$ cat config.mk
export PLATFORM = sky130hd
export DESIGN_NAME = acq_sweep_scheduler
export DESIGN_NICKNAME = d
export VERILOG_FILES = /design/src/rtl/acq_sweep_scheduler.sv
export SDC_FILE = /design/constraint.sdc
export NUM_CORES = 1
export LEC_CHECK = 0
export CAP_MARGIN = 10
export CORE_MARGIN = 5
export CORE_UTILIZATION = 58
export DETAILED_ROUTE_END_ITERATION = 8
export PLACE_DENSITY = 0.94
export SLEW_MARGIN = 20
export SYNTH_ARGS = -nofsm -noshare
export SYNTH_HDL_FRONTEND = slang
export SYNTH_SLANG_ARGS = --single-unit
$ cat constraint.sdc
create_clock -name clk -period 9.68 [get_ports clk]
set_input_delay 0.968 -clock clk [delete_from_list [all_inputs] [get_ports clk]]
set_output_delay 0.968 -clock clk [all_outputs]
set_load 0.01 [all_outputs]
$ cat src/rtl/acq_sweep_scheduler.sv
// Acquisition sweep scheduler: walks the engine through a PRN range and a
// set of Doppler bins per PRN. It launches one acquisition per bin and tracks
// the strongest correlation seen across all bins of the current PRN. At the
// end of each PRN it reports that peak over a valid/ready handshake.
module acq_sweep_scheduler #(
    parameter int NUM_BINS       = 21,
    parameter int INT_W          = 12,
    parameter int CP_W           = 10,
    parameter int DOP_W          = 16,
    parameter int TIMEOUT_CYCLES = 2**24
) (
    input  logic             clk,
    input  logic             rst,
    input  logic             sweep_start,
    input  logic             abort,
    input  logic [5:0]       prn_first,
    input  logic [5:0]       prn_last,
    input  logic [DOP_W-1:0] dop_min,
    input  logic [DOP_W-1:0] dop_step,
    input  logic [INT_W-1:0] threshold,
    output logic             eng_start,
    output logic [5:0]       eng_sat,
    output logic [DOP_W-1:0] eng_dop_omega,
    input  logic             eng_corr_complete,
    input  logic [CP_W-1:0]  eng_code_phase,
    input  logic [INT_W-1:0] eng_integrator,
    input  logic             eng_done,
    output logic             res_valid,
    input  logic             res_ready,
    output logic [5:0]       res_prn,
    output logic [5:0]       res_bin,
    output logic [CP_W-1:0]  res_code_phase,
    output logic [INT_W-1:0] res_peak,
    output logic             res_detected,
    output logic             busy,
    output logic             sweep_done,
    output logic             cfg_err,
    output logic             timeout_err
);

    localparam int PRN_W = 6;
    localparam int BIN_W = 6;
    localparam int CNT_W = $clog2(TIMEOUT_CYCLES + 1);
    localparam logic [BIN_W-1:0] LAST_BIN = BIN_W'(NUM_BINS - 1);
    localparam logic [CNT_W-1:0] CNT_LAST = CNT_W'(TIMEOUT_CYCLES - 1);
    localparam logic [PRN_W-1:0] PRN_MAX  = PRN_W'(32);

    typedef enum logic [2:0] {
        S_IDLE,
        S_LAUNCH,
        S_WAIT_BIN,
        S_NEXT_BIN,
        S_REPORT,
        S_DONE
    } state_t;

    state_t             state_q, state_d;
    logic [PRN_W-1:0]   prn_q, prn_d;
    logic [BIN_W-1:0]   bin_q, bin_d;
    logic [PRN_W-1:0]   prn_last_cfg_q, prn_last_cfg_d;
    logic [DOP_W-1:0]   dop_min_cfg_q, dop_min_cfg_d;
    logic [DOP_W-1:0]   dop_step_cfg_q, dop_step_cfg_d;
    logic [INT_W-1:0]   thr_cfg_q, thr_cfg_d;
    logic [DOP_W-1:0]   omega_q, omega_d;
    logic [INT_W-1:0]   peak_q, peak_d;
    logic [CP_W-1:0]    peak_cp_q, peak_cp_d;
    logic [BIN_W-1:0]   peak_bin_q, peak_bin_d;
    logic               corr_prev_q, corr_prev_d;
    logic [CNT_W-1:0]   tmo_cnt_q, tmo_cnt_d;
    logic               eng_start_q, eng_start_d;
    logic               res_valid_q, res_valid_d;
    logic [PRN_W-1:0]   res_prn_q, res_prn_d;
    logic [BIN_W-1:0]   res_bin_q, res_bin_d;
    logic [CP_W-1:0]    res_cp_q, res_cp_d;
    logic [INT_W-1:0]   res_peak_q, res_peak_d;
    logic               res_det_q, res_det_d;
    logic               busy_q, busy_d;
    logic               sweep_done_q, sweep_done_d;
    logic               cfg_err_q, cfg_err_d;
    logic               timeout_err_q, timeout_err_d;

    // Next-state and registered-output computation for the whole sequencer.
    // Outputs are derived from the next state so they appear in the cycle the
    // state is entered (eng_start during LAUNCH, res_valid during REPORT).
    always_comb begin
        state_d        = state_q;
        prn_d          = prn_q;
        bin_d          = bin_q;
        prn_last_cfg_d = prn_last_cfg_q;
        dop_min_cfg_d  = dop_min_cfg_q;
        dop_step_cfg_d = dop_step_cfg_q;
        thr_cfg_d      = thr_cfg_q;
        omega_d        = omega_q;
        peak_d         = peak_q;
        peak_cp_d      = peak_cp_q;
        peak_bin_d     = peak_bin_q;
        corr_prev_d    = 1'b0;
        tmo_cnt_d      = tmo_cnt_q;
        eng_start_d    = 1'b0;
        res_valid_d    = res_valid_q;
        res_prn_d      = res_prn_q;
        res_bin_d      = res_bin_q;
        res_cp_d       = res_cp_q;
        res_peak_d     = res_peak_q;
        res_det_d      = res_det_q;
        sweep_done_d   = 1'b0;
        cfg_err_d      = cfg_err_q;
        timeout_err_d  = timeout_err_q;

        case (state_q)
            S_IDLE: begin
                if (sweep_start) begin
                    prn_last_cfg_d = prn_last;
                    dop_min_cfg_d  = dop_min;
                    dop_step_cfg_d = dop_step;
                    thr_cfg_d      = threshold;
                    cfg_err_d      = 1'b0;
                    timeout_err_d  = 1'b0;
                    if ((prn_first > prn_last) || (prn_first == '0) || (prn_last > PRN_MAX)) begin
                        cfg_err_d    = 1'b1;
                        sweep_done_d = 1'b1;
                        state_d      = S_DONE;
                    end else begin
                        prn_d       = prn_first;
                        bin_d       = '0;
                        omega_d     = dop_min;
                        peak_d      = '0;
                        peak_cp_d   = '0;
                        peak_bin_d  = '0;
                        tmo_cnt_d   = '0;
                        eng_start_d = 1'b1;
                        state_d     = S_LAUNCH;
                    end
                end
            end

            S_LAUNCH: begin
                tmo_cnt_d = '0;
                state_d   = S_WAIT_BIN;
            end

            S_WAIT_BIN: begin
                corr_prev_d = eng_corr_complete;
                tmo_cnt_d   = tmo_cnt_q + CNT_W'(1);
                // Strict compare keeps the earliest sample on ties.
                if (eng_corr_complete && !corr_prev_q && (eng_integrator > peak_q)) begin
                    peak_d     = eng_integrator;
                    peak_cp_d  = eng_code_phase;
                    peak_bin_d = bin_q;
                end
                if (eng_done) begin
                    state_d = S_NEXT_BIN;
                end else if (tmo_cnt_q == CNT_LAST) begin
                    timeout_err_d = 1'b1;
                    state_d       = S_NEXT_BIN;
                end
            end

            S_NEXT_BIN: begin
                if (bin_q < LAST_BIN) begin
                    bin_d       = bin_q + BIN_W'(1);
                    omega_d     = omega_q + dop_step_cfg_q;
                    eng_start_d = 1'b1;
                    state_d     = S_LAUNCH;
                end else begin
                    res_prn_d   = prn_q;
                    res_bin_d   = peak_bin_q;
                    res_cp_d    = peak_cp_q;
                    res_peak_d  = peak_q;
                    res_det_d   = (peak_q > thr_cfg_q);
                    res_valid_d = 1'b1;
                    state_d     = S_REPORT;
                end
            end

            S_REPORT: begin
                if (res_ready) begin
                    res_valid_d = 1'b0;
                    if (prn_q < prn_last_cfg_q) begin
                        prn_d       = prn_q + PRN_W'(1);
                        bin_d       = '0;
                        omega_d     = dop_min_cfg_q;
                        peak_d      = '0;
                        peak_cp_d   = '0;
                        peak_bin_d  = '0;
                        eng_start_d = 1'b1;
                        state_d     = S_LAUNCH;
                    end else begin
                        sweep_done_d = 1'b1;
                        state_d      = S_DONE;
                    end
                end
            end

            S_DONE: begin
                state_d = S_IDLE;
            end

            default: begin
                state_d = S_IDLE;
            end
        endcase

        // Abort wins over everything: drop any pending pulse or result.
        if (abort && (state_q != S_IDLE)) begin
            state_d      = S_IDLE;
            eng_start_d  = 1'b0;
            res_valid_d  = 1'b0;
            sweep_done_d = 1'b0;
        end

        busy_d = (state_d != S_IDLE);
    end

    // State and output registers.
    always_ff @(posedge clk or posedge rst) begin
        if (rst) begin
            state_q        <= S_IDLE;
            prn_q          <= '0;
            bin_q          <= '0;
            prn_last_cfg_q <= '0;
            dop_min_cfg_q  <= '0;
            dop_step_cfg_q <= '0;
            thr_cfg_q      <= '0;
            omega_q        <= '0;
            peak_q         <= '0;
            peak_cp_q      <= '0;
            peak_bin_q     <= '0;
            corr_prev_q    <= 1'b0;
            tmo_cnt_q      <= '0;
            eng_start_q    <= 1'b0;
            res_valid_q    <= 1'b0;
            res_prn_q      <= '0;
            res_bin_q      <= '0;
            res_cp_q       <= '0;
            res_peak_q     <= '0;
            res_det_q      <= 1'b0;
            busy_q         <= 1'b0;
            sweep_done_q   <= 1'b0;
            cfg_err_q      <= 1'b0;
            timeout_err_q  <= 1'b0;
        end else begin
            state_q        <= state_d;
            prn_q          <= prn_d;
            bin_q          <= bin_d;
            prn_last_cfg_q <= prn_last_cfg_d;
            dop_min_cfg_q  <= dop_min_cfg_d;
            dop_step_cfg_q <= dop_step_cfg_d;
            thr_cfg_q      <= thr_cfg_d;
            omega_q        <= omega_d;
            peak_q         <= peak_d;
            peak_cp_q      <= peak_cp_d;
            peak_bin_q     <= peak_bin_d;
            corr_prev_q    <= corr_prev_d;
            tmo_cnt_q      <= tmo_cnt_d;
            eng_start_q    <= eng_start_d;
            res_valid_q    <= res_valid_d;
            res_prn_q      <= res_prn_d;
            res_bin_q      <= res_bin_d;
            res_cp_q       <= res_cp_d;
            res_peak_q     <= res_peak_d;
            res_det_q      <= res_det_d;
            busy_q         <= busy_d;
            sweep_done_q   <= sweep_done_d;
            cfg_err_q      <= cfg_err_d;
            timeout_err_q  <= timeout_err_d;
        end
    end

    assign eng_start      = eng_start_q;
    assign eng_sat        = prn_q;
    assign eng_dop_omega  = omega_q;
    assign res_valid      = res_valid_q;
    assign res_prn        = res_prn_q;
    assign res_bin        = res_bin_q;
    assign res_code_phase = res_cp_q;
    assign res_peak       = res_peak_q;
    assign res_detected   = res_det_q;
    assign busy           = busy_q;
    assign sweep_done     = sweep_done_q;
    assign cfg_err        = cfg_err_q;
    assign timeout_err    = timeout_err_q;

endmodule

Figure 1. Placement view (run 1).
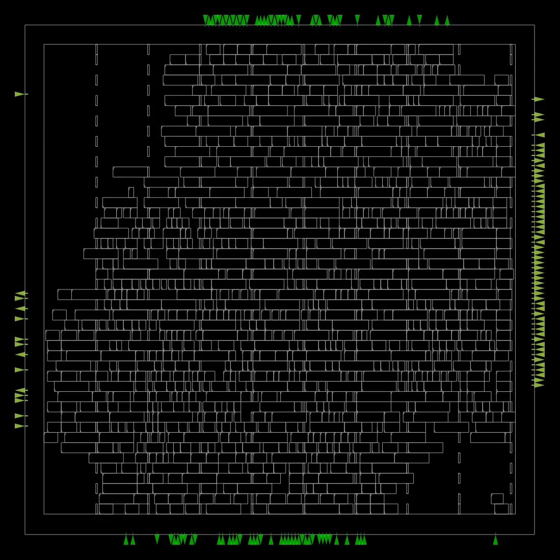
Tapcells: 216
flop count: 176
row cnt: 46
core occupancy in the finished layout: 0.7237

Figure 2. Clock network drawn from the DEF (run 1).
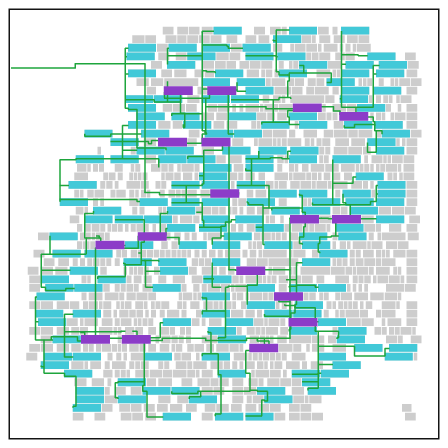
[clock wires] green | length: 1980 um
[flip-flops] cyan | count: 176
[clock drivers] purple | count: 17
flops lie: all over the die
routed clock nets: 18

==> flow_metrics.py, run 1 <==
# Metrics from the implementation run
metrics = {
    "status": {
        "status": "completed",
    },
    "logic_synthesis": {
        "async_flop_share": 1.000,
        "top_cell": "dfrtp_1",
        "synth_adder_area_share": 0.07560,
        "ys.warnings.count": 0,
        "area_leaders": "dfrtp_1 (48%), mux2_2 (7.2%), ha_1 (7.2%), o21ai_0 (5.8%), nand2_1 (3.6%)",
        "mux_area_frac": 0.07574,
        "syn_avg_cell_area_um2": 10.22,
        "simple_gate_area_frac": 0.1174,
        "ys_seq_frac": 0.4803,
        "synth_nets": 1036,
        "yosysTopAreaCell": "dfrtp_1",
        "xor_share": 0.01242,
        "top_logic_kind": "AND-OR/OR-AND gates",
        "synth.cell_area_um2": 9169,
        "ys_chip_area_um2": 9169,
        "ff_type": "dfrtp_1",
        "top_cell_area_share": 0.4803,
        "synth-compound-area-share": 0.1964,
    },
    "die": {
        "io_pins": 148,
        "die_x_um": 135.7,
        "die_height_um": 135.7,
        "fp_util": 0.5835,
    },
    "detailed_routing": {
        "antenna_left": 0,
        "routed.top_layer": "met4",
        "first_pass_iters": 5,
        "m1WireLength_um": 9666,
        "met2WireLength_um": 11840,
        "wirelength_um": 24010,
        "via_per_inst": 6.175,
        "drt_iter0_drc": 749,
        "post-route-drc-count": 0,
        "wl_per_cell_um": 19.13,
    },
    "clock_tree": {
        "h-tree-depth": 4,
        "hold_buffers": 0,
        "post_cts_buffers": 0,
        "insertion_delay_ps": 430,
        "cts_buffers": 17,
        "cts_tree": "yes",
        "clock_path_buffers": 2,
    },
    "finish": {
        "stdcell_area_um2": 11370,
        "finalNetCount": 1167,
        "area_delta_synth_final_pct": 24.02,
        "drive_gt1_frac": 0.1136,
        "diodes": 0,
        "largest_register_ffs": 25,
        "final_cells": 1255,
    },
    "placed_design": {
        "gp_congestion": 0.8764,
        "place_inst": 1225,
        "port_buffers": 147,
    },
    "flow_run": {
        "cap_violations": 0,
    },
    "sta": {
        "max_freq_ghz": 0.2649,
        "tightest_slew_ps": 1027,
        "rsz0062_at_grt": "no",
        "hold_violations": 0,
        "fin_crit_ps": 3775,
        "setup_slack_ps": 5905,
        "finalSetupViolations": 0,
    },
    "global_routing": {
        "grt_util_met1": 0.3478,
        "grtUsageMet2": 0.4450,
        "grtUsageMet3": 0.05349,
        "grt_pass1_wl_um": 38950,
        "busiest_layer": "met2",
    },
    "critical_path": {
        "critPathCaptureType": "register",
        "crit_end": "peak_bin_q[1]",
        "crit_slowest_cell": "and2b_1",
        "critPathMaxStageDelay_ps": 870,
        "crit_type": "in -> reg",
        "r2r-start": "state_q[1]",
        "path_cells": "clkdlybuf4s50_1 -> inv_1 -> ha_1 -> nand3_1 -> a21boi_0 -> o32a_1 -> nor2_4 -> a22oi_4 -> and2b_1 -> a22o_1",
        "reg2reg_setup_slack_ps": 6120,
        "cp.required_ps": 10040,
        "crit_buf_inv": 2,
    },
    "power": {
        "power_density_nw_per_um2": 287.9,
        "finalPower_mw": 3.274,
        "ir_drop_uv": 164.6,
    },
}
Figure 3. Wires at chosen ports, followed through buffers (run 1).
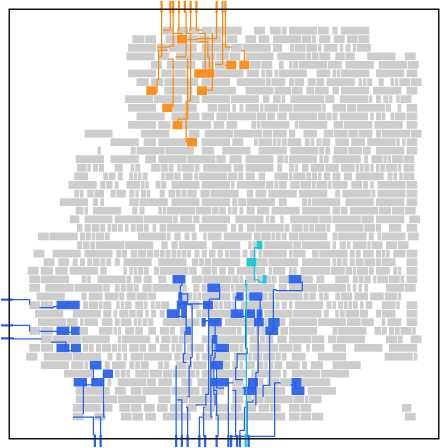
[dop_min] blue | bits: 16 | direction: input | edge: 13 bottom, 3 left | end cells: 39 | buffers: 16 | wire: 621 um
[res_ready] cyan | bits: 1 | direction: input | edge: bottom | end cells: 3 | buffers: 1 | wire: 66.9 um
[eng_code_phase] orange | bits: 10 | direction: input | edge: top | end cells: 10 | buffers: 10 | wire: 297 um

## run 1: report_power, final
group	total [mW]	internal, mW	switching, mW
registers	1.13	0.943	0.183
clock network	0.687	0.393	0.293
logic	1.46	0.648	0.813
## run 1: worst min path at each step
stage                     to  slack (ps)  cells after the start
2_1_floorplan  tmo_cnt_q[19]         440                      1
3_3_place_gp   tmo_cnt_q[19]         460                      1
3_5_place_dp     res_peak[5]         470                      2
4_1_cts        tmo_cnt_q[21]         480                      1
5_1_grt        tmo_cnt_q[19]         510                      1
6_report         res_peak[5]         480                      2
## run 1: cell type report
cell class              instances  area (um2)
well taps                     216       270.3
clock buffers                  19       452.9
multi-input cells             628        4392
inverters                      52       200.2
repair buffers                153        1520
flip-flops and latches        176        4404
clock inverters                11       131.4
fillers                      1044        4342
Figure 4. Signal wires by layer (run 1).
The bar under the picture is 50 um long.
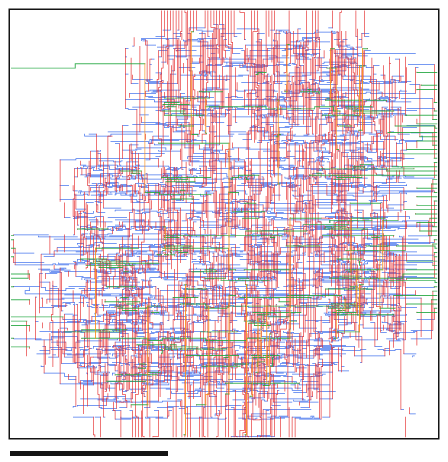

## Run 2: what changed since run 1
--- a/config.mk
+++ b/config.mk
@@ -7,9 +7,9 @@
 export LEC_CHECK = 0
 export CAP_MARGIN = 10
 export CORE_MARGIN = 5
-export CORE_UTILIZATION = 58
+export CORE_UTILIZATION = 49
 export DETAILED_ROUTE_END_ITERATION = 8
-export PLACE_DENSITY = 0.94
+export PLACE_DENSITY = 0.85
 export SLEW_MARGIN = 20
 export SYNTH_ARGS = -nofsm -noshare
 export SYNTH_HDL_FRONTEND = slang
==> constraint.sdc (replaced) <==
create_clock -name clk -period 3.29 [get_ports clk]
set_input_delay 0.329 -clock clk [delete_from_list [all_inputs] [get_ports clk]]
set_output_delay 0.329 -clock clk [all_outputs]
set_load 0.01 [all_outputs]
Figure 5. Signal wires by layer (run 2).
The bar under the picture is 50 um long.
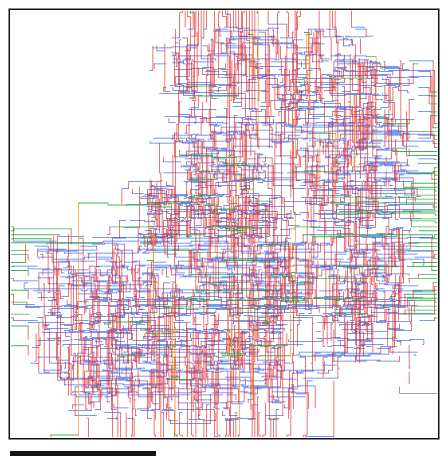
[metal 2] red | wire length: 11100 um
[metal 1] blue | wire length: 9990 um
[metal 4] orange | wire length: 651 um
[metal 3] green | wire length: 1450 um

==> run 2 against run 1 <==
Against the previous run:
- final cell count rose by 2.8%
- wire length shrank 3.2%
- sequential cell count unchanged
- register-to-register slack worse by 5400 ps
- clock skew increased by 6.5 ps
- final area rose by 1.4%
- utilization is 10 points lower
- clock power increased to 2.9 times the previous value
- critical endpoint is now peak_bin_q[0]
- largest cell class unchanged
- highest routed layer unchanged
==> flow_metrics.py, run 2 <==
# Metrics from the implementation run
metrics = {
    "status": {
        "status": "completed",
    },
    "clock_tree": {
        "cts_tree": "yes",
        "cts_buffers": 17,
        "post_cts_buffers": 0,
        "h-tree-depth": 4,
        "post_cts_resized": 0,
        "cts-root-buf": "clkbuf_16",
        "cts_sinks": 176,
        "clock_path_buffers": 2,
        "clk_pin_slew_ps": 70,
        "hold_buffers": 0,
        "insertion_delay_ps": 440,
    },
    "logic_synthesis": {
        "async_flop_share": 1.000,
        "top_cell_area_share": 0.4803,
        "ys_chip_area_um2": 9169,
        "edf_count": 0,
        "ff_type": "dfrtp_1",
        "top_cell": "dfrtp_1",
        "syn_avg_cell_area_um2": 10.22,
        "area_leaders": "dfrtp_1 (48%), mux2_2 (7.2%), ha_1 (7.2%), o21ai_0 (5.8%), nand2_1 (3.6%)",
        "syn_inst": 897,
        "yosysTopAreaCell": "dfrtp_1",
        "yosysUniqueCellTypes": 69,
        "ys_seq_frac": 0.4803,
        "top_cells_by_count": "dfrtp_1 (176), o21ai_0 (107), nand2_1 (89)",
        "ys.warnings.count": 0,
        "ys.flops": 176,
        "yosysCellCount": 897,
        "synth.cell_area_um2": 9169,
        "synth_nets": 1036,
    },
    "die": {
        "die_height_um": 146.8,
        "fp_util": 0.4935,
        "die_x_um": 146.8,
        "io_pins": 148,
        "chip_area_um2": 21550,
        "core.rowCount": 50,
        "core_area_um2": 18580,
    },
    "detailed_routing": {
        "m1WireLength_um": 9991,
        "post-route-drc-count": 0,
        "wl_met3_um": 1447,
        "drt_iter0_drc": 581,
        "met2WireLength_um": 11140,
        "via_count": 7585,
        "wirelength_um": 23230,
        "first_pass_iters": 5,
        "routed.top_layer": "met4",
        "antenna_left": 0,
        "wl_per_cell_um": 18.01,
        "via_per_inst": 5.880,
    },
    "flow_run": {
        "warnings": 26,
        "cap_violations": 0,
    },
    "critical_path": {
        "path_max_fanout": 28,
        "crit_path_start": "prn_last[4]",
        "reg2reg_to": "eng_dop_omega[6]",
        "crit_slowest_cell": "clkdlybuf4s50_1",
        "cp.required_ps": 3650,
        "crit_end": "peak_bin_q[0]",
        "crit_type": "in -> reg",
        "crit_buf_inv": 3,
        "critPathCaptureType": "register",
        "critPathMaxStageDelay_ps": 560,
        "reg2reg_setup_slack_ps": 710,
        "cp.depth": 11,
        "arrival_ps": 3040,
        "path_cells": "clkdlybuf4s50_1 -> inv_1 -> ha_1 -> nand3_1 -> a21boi_0 -> o32a_1 -> nor2_4 -> a22oi_4 -> and2b_1 -> buf_4 -> a22o_1",
        "r2r-start": "state_q[0]",
        "path_delay_family": "AND-OR/OR-AND gates",
        "r2r_cells": 7,
        "start_kind": "primary input",
    },
    "sta": {
        "maxSlewViolCount": 0,
        "fin_hold_ws_ps": 333.7,
        "max_freq_ghz": 0.3741,
        "setup_slack_ps": 616.7,
        "rsz0062_at_grt": "no",
        "fin_setup_tns_ps": 0,
        "fin_crit_ps": 2673,
        "tightest_slew_ps": 785.3,
        "relSlewSlack": 0.4724,
        "hold_violations": 0,
        "skew_ps": 16.87,
        "finalSetupViolations": 0,
        "period_used_share": 0.8126,
    },
    "finish": {
        "area_delta_synth_final_pct": 25.79,
        "stdcell_area_um2": 11530,
        "final_cells": 1290,
        "nFillCells": 1449,
        "finalCoreUtilization": 0.6207,
        "finalNetCount": 1182,
        "diodes": 0,
        "regMostFlops": "tmo_cnt_q",
        "largest_register_ffs": 25,
        "drive_gt1_frac": 0.1269,
        "layout_top_cells_excl_fill_tap": "dfrtp_1 (176), clkdlybuf4s50_1 (147), o21ai_0 (107), nand2_1 (89), mux2_2 (59)",
        "lay_top_count": "dfrtp_1",
    },
    "global_routing": {
        "grtUsageMet3": 0.04287,
        "grt_pass1_wl_um": 38830,
        "grt_antenna_before_repair": 0,
        "grt_pass1_vias": 7685,
        "grt_util_met1": 0.2926,
        "grt-ovfl-total": 0,
        "grtUsageMet2": 0.3572,
        "busiest_layer": "met2",
        "grt_start_max_net_pins": 51,
        "grt_usage": 0.2195,
    },
    "power": {
        "leakagePower_nw": 5.185,
        "finalPower_mw": 9.571,
        "power_density_nw_per_um2": 829.8,
        "ir_drop_uv": 503.6,
    },
    "placed_design": {
        "place_inst": 1258,
        "placed_cell_area_um2": 10970,
        "port_buffers": 147,
        "gp_congestion": 0.8612,
        "place_hpwl_um": 16690,
        "place_ws_ps": 161.5,
    },
    "hold_path": {
        "hold_path.class": "in -> async",
    },
}
Figure 6. Clock network drawn from the DEF (run 2).
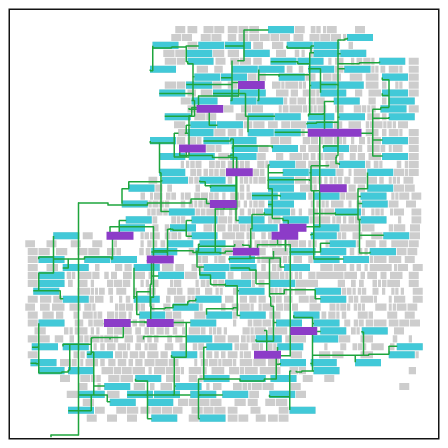
[clock wires] green | length: 2130 um
[clock drivers] purple | count: 17
[flip-flops] cyan | count: 176
routed clock nets: 18

[run 2: layout make-up]
type	instances	area, um2	share of cell area
inverter	52	198.9	0.01725
clock buffer	18	429.2	0.03721
tap	234	292.8	0.02539
sequential	176	4404	0.3819
timing repair buffer	168	1679	0.1456
clock inverter	14	137.6	0.01193
multi-input combinational	628	4392	0.3808
[run 2: logic make-up (layout without fill, tap and decap cells)]
family	Yosys count	after routing	synth area share
compound gates	272	272	0.1964
simple gates	226	226	0.1174
flops	176	176	0.4803
buf+inv	93	252	0.04217
mux	62	62	0.07574
fa+ha+maj	55	55	0.07560
xor+xnor	13	13	0.01242
[run 2: where the power goes]
part           internal (mW)  leakage, nW  switching (mW)
sequential              2.78         2.30           0.492
combinational           1.99         2.60            2.34
clock                   1.01        0.279           0.956
total                   5.79         5.19            3.79
Figure 7. Placement view (run 2).
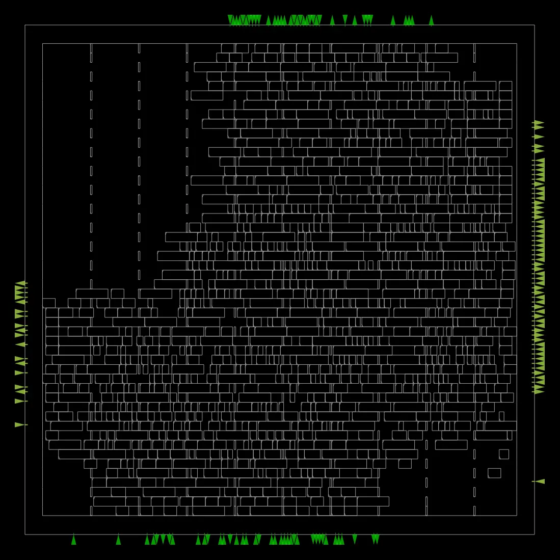

## Run 3: what changed since run 2
--- a/config.mk
+++ b/config.mk
@@ -7,9 +7,9 @@
 export LEC_CHECK = 0
 export CAP_MARGIN = 10
 export CORE_MARGIN = 5
-export CORE_UTILIZATION = 49
+export CORE_UTILIZATION = 54
 export DETAILED_ROUTE_END_ITERATION = 8
-export PLACE_DENSITY = 0.85
+export PLACE_DENSITY = 0.88
 export SLEW_MARGIN = 20
 export SYNTH_ARGS = -nofsm -noshare
 export SYNTH_HDL_FRONTEND = slang
==> constraint.sdc (replaced) <==
create_clock -name clk -period 2.77 [get_ports clk]
set_input_delay 0.277 -clock clk [delete_from_list [all_inputs] [get_ports clk]]
set_output_delay 0.277 -clock clk [all_outputs]
set_load 0.01 [all_outputs]
Figure 8. Placement view (run 3).
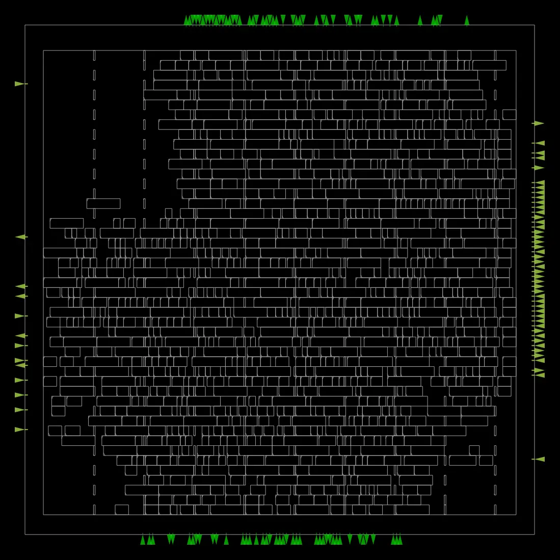
Tapcells: 220
Fillers: 1140
core area: 16640 um2

==> run 3 against run 2 <==
Against the previous run:
- clock power increased by 31%
- final area up 1.3%
- non-clock buffer count rose by 11
- register-to-register slack lost 480 ps
- global-route usage is 1.7 points higher
- sequential cell count unchanged
- synthesized area stayed put
- via count increased by 0.73%
- wire length barely moved
- sequential share of layout area shrank 0.50 points
==> flow_metrics.py, run 3 <==
# Metrics from the implementation run
metrics = {
    "status": {
        "status": "completed",
    },
    "power": {
        "p_int_mw": 7.339,
        "leakagePower_nw": 5.271,
        "p_switching_mw": 4.434,
        "power_frac_comb": 0.453,
        "seqPwrFrac": 0.329,
        "clockPowerShare": 0.217,
        "finalPower_mw": 11.77,
        "ir_drop_uv": 475.0,
        "power_density_nw_per_um2": 1007,
    },
    "placed_design": {
        "gp_congestion": 0.9115,
        "place_inst": 1255,
        "place_hpwl_um": 16100,
        "port_buffers": 147,
        "place_ws_ps": -0.3333,
        "placed_cell_area_um2": 11060,
    },
    "detailed_routing": {
        "antenna_left": 0,
        "met2WireLength_um": 11530,
        "m1WireLength_um": 9637,
        "routed.top_layer": "met4",
        "wl_per_cell_um": 18.04,
        "post-route-drc-count": 0,
        "wl_met3_um": 1442,
        "drt_iter0_drc": 644,
        "via_per_inst": 5.936,
        "first_pass_iters": 6,
        "via_count": 7640,
    },
    "finish": {
        "dominant_cells": "sequential cells",
        "layout_top_cells_excl_fill_tap": "dfrtp_1 (176), clkdlybuf4s50_1 (147), o21ai_0 (107), nand2_1 (89), mux2_2 (59)",
        "comb_area_frac": 0.3758,
        "nonClkBufAreaFrac": 0.1529,
        "final_cells": 1287,
        "comb_cells": 628,
        "finalNetCount": 1193,
        "nNonClkInverters": 52,
        "stdcell_area_um2": 11690,
        "regMostFlops": "tmo_cnt_q",
        "logic_area_um2": 4392,
        "seq_share": 0.3768,
        "seqCellArea_um2": 4404,
        "largest_register_ffs": 25,
        "area_delta_synth_final_pct": 27.47,
        "clk_share": 0.05396,
        "lay_top_count": "dfrtp_1",
        "clkbuf_count": 20,
        "flop-count": 176,
    },
    "die": {
        "io_pins": 148,
        "fp_util": 0.5509,
        "chip_area_um2": 19690,
        "die_height_um": 140.3,
        "die_x_um": 140.3,
        "core.rowCount": 47,
    },
    "critical_path": {
        "critPathCaptureType": "register",
        "path_cells": "ha_1 -> fa_1 -> a21oi_1 -> o22ai_1 -> o211ai_1 -> mux2i_1 -> a21oi_1 -> o21ai_0 -> mux2_2",
        "r2r-start": "eng_dop_omega[0]",
        "crit_path_start": "eng_dop_omega[0]",
        "crit_slowest_cell": "fa_1",
        "cp.required_ps": 3080,
        "arrival_ps": 2850,
        "crit_type": "reg -> reg",
        "critPathMaxStageDelay_ps": 410,
        "start_kind": "register",
        "crit_buf_inv": 0,
    },
    "logic_synthesis": {
        "mux_area_frac": 0.07574,
        "synth_adder_area_share": 0.07560,
        "area_leaders": "dfrtp_1 (48%), mux2_2 (7.2%), ha_1 (7.2%), o21ai_0 (5.8%), nand2_1 (3.6%)",
        "ys.warnings.count": 0,
        "ys_chip_area_um2": 9169,
        "syn_avg_cell_area_um2": 10.22,
        "top_cell": "dfrtp_1",
        "xor_share": 0.01242,
        "ys_seq_frac": 0.4803,
        "top_logic_kind": "AND-OR/OR-AND gates",
        "async_flop_share": 1.000,
        "simple_gate_area_frac": 0.1174,
        "top_cells_by_count": "dfrtp_1 (176), o21ai_0 (107), nand2_1 (89)",
        "edf_count": 0,
        "syn_inst": 897,
        "yosysTopAreaCell": "dfrtp_1",
        "synth.cell_area_um2": 9169,
        "synth_nets": 1036,
        "synth-compound-area-share": 0.1964,
        "yosysCellCount": 897,
        "ys.flops": 176,
    },
    "clock_tree": {
        "cts-root-buf": "clkbuf_16",
        "cts_tree": "yes",
        "cts_sinks": 176,
        "clk_pin_slew_ps": 70,
        "hold_buffers": 0,
        "post_cts_buffers": 0,
        "cts_buffers": 17,
        "clock_path_buffers": 2,
    },
    "global_routing": {
        "grt_start_max_net_pins": 108,
        "busiest_layer": "met2",
        "grt_pass1_vias": 7674,
        "grtUsageMet3": 0.04874,
        "grt_pass1_wl_um": 38160,
        "grt_antenna_before_repair": 0,
        "grt_util_met1": 0.3081,
        "grtUsageMet2": 0.3921,
    },
    "sta": {
        "skew_ps": 8.661,
        "hold_violations": 0,
        "rsz0062_at_grt": "no",
        "fin_hold_ws_ps": 336.1,
        "max_freq_ghz": 0.3942,
        "tightest_slew_ps": 750.5,
        "relSlewSlack": 0.4978,
        "fin_crit_ps": 2537,
    },
    "flow_run": {
        "warnings": 28,
    },
    "hold_path": {
        "hold_path.class": "in -> async",
    },
}
Figure 9. Ports around the boundary (run 3).
Pins as bars across the die edge, other pins in grey.
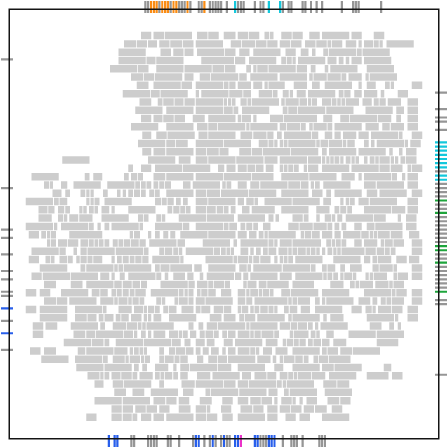
[eng_code_phase] orange | pins: 10 | direction: input | edge: top
[res_ready] magenta | pins: 1 | direction: input | edge: bottom
[threshold] cyan | pins: 12 | direction: input | edge: 9 right, 3 top
[prn_last] green | pins: 6 | direction: input | edge: right
[dop_min] blue | pins: 16 | direction: input | edge: 14 bottom, 2 left
all pins by edge: 48 top, 45 right, 42 bottom, 13 left

## run 3: power groups by stage
stage | Combinational [mW] | Clock, mW | Sequential [mW]
6_report | 5.34 | 2.56 | 3.88
5_1_grt | 5.91 | 2.70 | 3.96
4_1_cts | 5.31 | 2.58 | 3.87
3_5_place_dp | 5.22 | 0 | 3.90
3_3_place_gp | 5.02 | 0 | 3.87
2_1_floorplan | 3.56 | 0 | 3.80
## run 3: final timing paths
check / end / slack, ps / cells after the start
worst min register to register: tmo_cnt_q[19] / 480 / 1
worst min-delay path: dop_step_cfg_q[3] / 340 / 3
worst max register to register: eng_dop_omega[12] / 230 / 9
max in group asynchronous: res_peak[1] / 1940 / 3
min in group clk: thr_cfg_q[2] / 410 / 3
worst max-delay path: eng_dop_omega[12] / 230 / 9
Power is estimated from default activity; no workload was simulated.
